### src/rtl/cmd_reply_encoder.sv
// cmd_reply_encoder: builds a fixed 60-byte Ethernet reply frame from a captured
// command reply and streams it one byte per AXI-Stream beat.
module cmd_reply_encoder #(
  parameter logic [47:0] HOST_MAC_ADDR = 48'h985aebdb066f,
  parameter logic [47:0] FPGA_MAC_ADDR = 48'h5a0102030405
) (
  input  logic        gtx_tclk_i,
  input  logic        gtx_tresetn_i,
  input  logic        rsp_valid_i,
  output logic        rsp_ready_o,
  input  logic [15:0] rsp_type_i,
  input  logic [15:0] rsp_op_i,
  input  logic [7:0]  rsp_id_i,
  input  logic [31:0] rsp_addr_i,
  input  logic [31:0] rsp_data_i,
  output logic [7:0]  tx_axis_tdata_o,
  output logic        tx_axis_tvalid_o,
  output logic        tx_axis_tlast_o,
  input  logic        tx_axis_tready_i,
  output logic        busy_o,
  output logic [15:0] frame_count_o
);
  typedef enum logic [1:0] {IDLE, HDR, PAYLOAD, PAD} state_t;
  state_t state, state_nx;
  logic [5:0] cnt;
  logic armed;
  logic [15:0] type_q, op_q;
  logic [7:0] id_q;
  logic [31:0] addr_q, data_q;
  logic [239:0] hdr, sh;
  logic accept, hs;
  assign accept = rsp_valid_i && rsp_ready_o;
  assign hs = tx_axis_tvalid_o && tx_axis_tready_i;
  always_ff @(posedge gtx_tclk_i or posedge gtx_tresetn_i)
    if (gtx_tresetn_i) state <= IDLE;
    else state <= state_nx;
  always_comb begin
    state_nx = state;
    case (state)
      IDLE:    state_nx = accept ? HDR : IDLE;
      HDR:     state_nx = (hs && cnt == 6'd13) ? PAYLOAD : HDR;
      PAYLOAD: state_nx = (hs && cnt == 6'd29) ? PAD : PAYLOAD;
      PAD:     state_nx = (hs && cnt == 6'd59) ? IDLE : PAD;
      default: state_nx = IDLE;
    endcase
  end
  always_ff @(posedge gtx_tclk_i or posedge gtx_tresetn_i)
    if (gtx_tresetn_i) begin
      cnt <= '0;
      armed <= 1'b0;
      frame_count_o <= '0;
      type_q <= '0;
      op_q <= '0;
      id_q <= '0;
      addr_q <= '0;
      data_q <= '0;
    end else begin
      armed <= 1'b1;
      if (accept) begin
        cnt <= '0;
        type_q <= rsp_type_i;
        op_q <= rsp_op_i;
        id_q <= rsp_id_i;
        addr_q <= rsp_addr_i;
        data_q <= rsp_data_i;
      end else if (hs) cnt <= (cnt == 6'd59) ? 6'd0 : cnt + 6'd1;
      if (hs && tx_axis_tlast_o) frame_count_o <= frame_count_o + 16'd1;
    end
  // First 30 bytes in wire order; shifting by the byte index past 29 yields the zero pad.
  assign hdr = {HOST_MAC_ADDR, FPGA_MAC_ADDR, 16'h0010, type_q, op_q, id_q, 24'h0,
                addr_q[7:0], addr_q[15:8], addr_q[23:16], addr_q[31:24],
                data_q[7:0], data_q[15:8], data_q[23:16], data_q[31:24]};
  assign sh = hdr << {cnt, 3'b000};
  assign busy_o = state != IDLE;
  assign tx_axis_tvalid_o = busy_o;
  assign tx_axis_tdata_o = busy_o ? sh[239:232] : 8'h00;
  assign tx_axis_tlast_o = state == PAD && cnt == 6'd59;
  assign rsp_ready_o = armed && state == IDLE;
endmodule

### config.mk
export PLATFORM = sky130hd
export DESIGN_NAME = cmd_reply_encoder
export DESIGN_NICKNAME = d
export VERILOG_FILES = /design/src/rtl/cmd_reply_encoder.sv
export SDC_FILE = /design/constraint.sdc
export NUM_CORES = 1
export LEC_CHECK = 0
export ABC_AREA = 0
export CAP_MARGIN = 0
export CORE_MARGIN = 3
export CORE_UTILIZATION = 31
export CTS_CLUSTER_SIZE = 12
export DETAILED_ROUTE_END_ITERATION = 16
export GPL_ROUTABILITY_DRIVEN = 0
export SLEW_MARGIN = 25
export SYNTH_ARGS = -nofsm -noshare
export SYNTH_HDL_FRONTEND = slang
export SYNTH_SLANG_ARGS = --single-unit
### constraint.sdc
create_clock -name gtx_tclk_i -period 13.04 [get_ports gtx_tclk_i]
set_input_delay 3.912 -clock gtx_tclk_i [delete_from_list [all_inputs] [get_ports gtx_tclk_i]]
set_output_delay 3.912 -clock gtx_tclk_i [all_outputs]
set_load 0.01 [all_outputs]
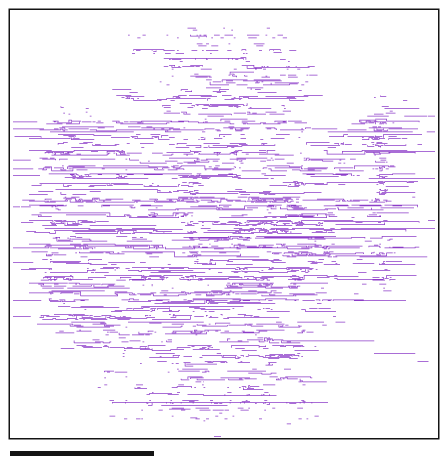
layer_met1.png
Scale bar: 50 um.
The wires run mostly horizontal. The layer holds 45% of the routed length.
grt met1 use: 22.0%
vias: 5239
drt total wl: 17300 um

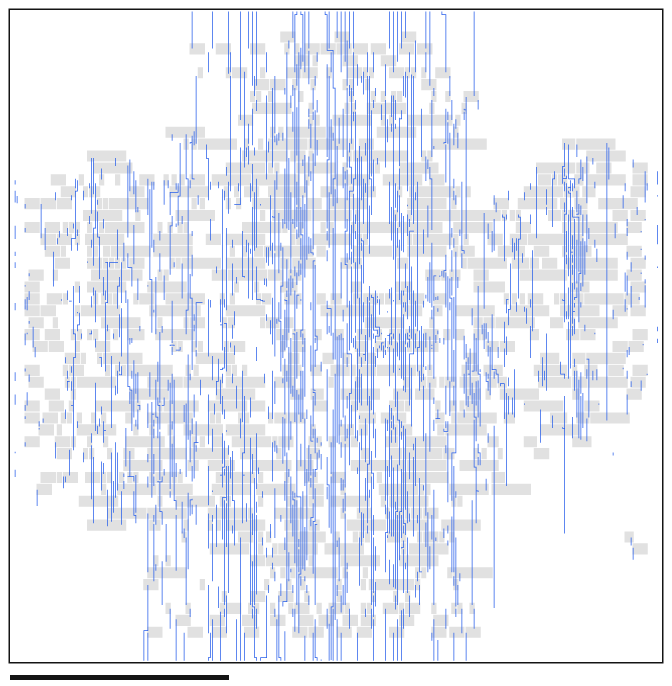
layer_met2.png
Scale bar: 50 um. Cells faint in the background.
The layer carries 8300 um of wire. The wires run mostly vertical.
M2 GR Usage: 25.4%

==> impl_metrics.csv <==
group,metric,value,unit
clocking,htree_levels,4,
drt,highest_layer,"met4",
drt,wl_met3,855,um
outcome,run_status,"finished, final reports clean",
placed_design,dpl.hpwl,12100,um
placed_design,place_ws,6030,ps
sta,fin_crit,7490,ps
power_and_ir_drop,p_leak,0.00396,uW
layout,reg_top3,"addr_q x32, data_q x32",
worst_setup_path,worstPathMaxFanout,26,
placed_design,io_buffers,135,
drt,wl_met2,8300,um
power_and_ir_drop,p_sw_share,36.0,%
clocking,post_cts_resized,0,
layout,fin_area,8490,um2
layout,n_clock_buffer,19,
global_routing,overflow,0,
sta,rsz0062_at_grt,"false",
die,die_w,149,um
synthesis,simple_gate_share,25.4,%
sta,final-max-slew-violation-count,0,
power_and_ir_drop,powerDensity,224,nW/um2
global_routing,grt_pass1_wl,27900,um
global_routing,grt_pass1_vias,5254,
layout,seq_area_share,38.1,%
die,rows,51,
clocking,root_buffer,"clkbuf_16",
synthesis,top_cells_by_area,"dfrtp_1 51%, nand2_1 19%, mux2i_1 5.4%, buf_2 1.9%, xnor2_1 1.7%",
worst_setup_path,cpMaxStageDelayCell,"dfrtp_1",
synthesis,seq_area_frac_synth,50.9,%
-- cells in the mapped netlist (9+ instances only) --
cell and n:
o21ai_0 13, buf_2 24, nor2_1 13, mux2i_1 34
nand2_1 326, dfrtp_1 129, xnor2_1 12, o32ai_1 9
-- placed cells by master (no fill, tap or decap), types with 5 or more instances in the layout --
| cell type | instances |
|---|---|
| nand2_1 | 326 |
| clkdlybuf4s50_1 | 135 |
| dfrtp_1 | 127 |
| mux2i_1 | 34 |
| clkbuf_16 | 17 |
| o21ai_0 | 13 |
| nor2_1 | 13 |
| xnor2_1 | 12 |
| o32ai_1 | 9 |
| o22ai_1 | 8 |
| a21oi_1 | 8 |
| a211oi_1 | 7 |
| nand3_1 | 7 |
| ha_1 | 7 |
| nand4_1 | 6 |
| bufinv_16 | 5 |
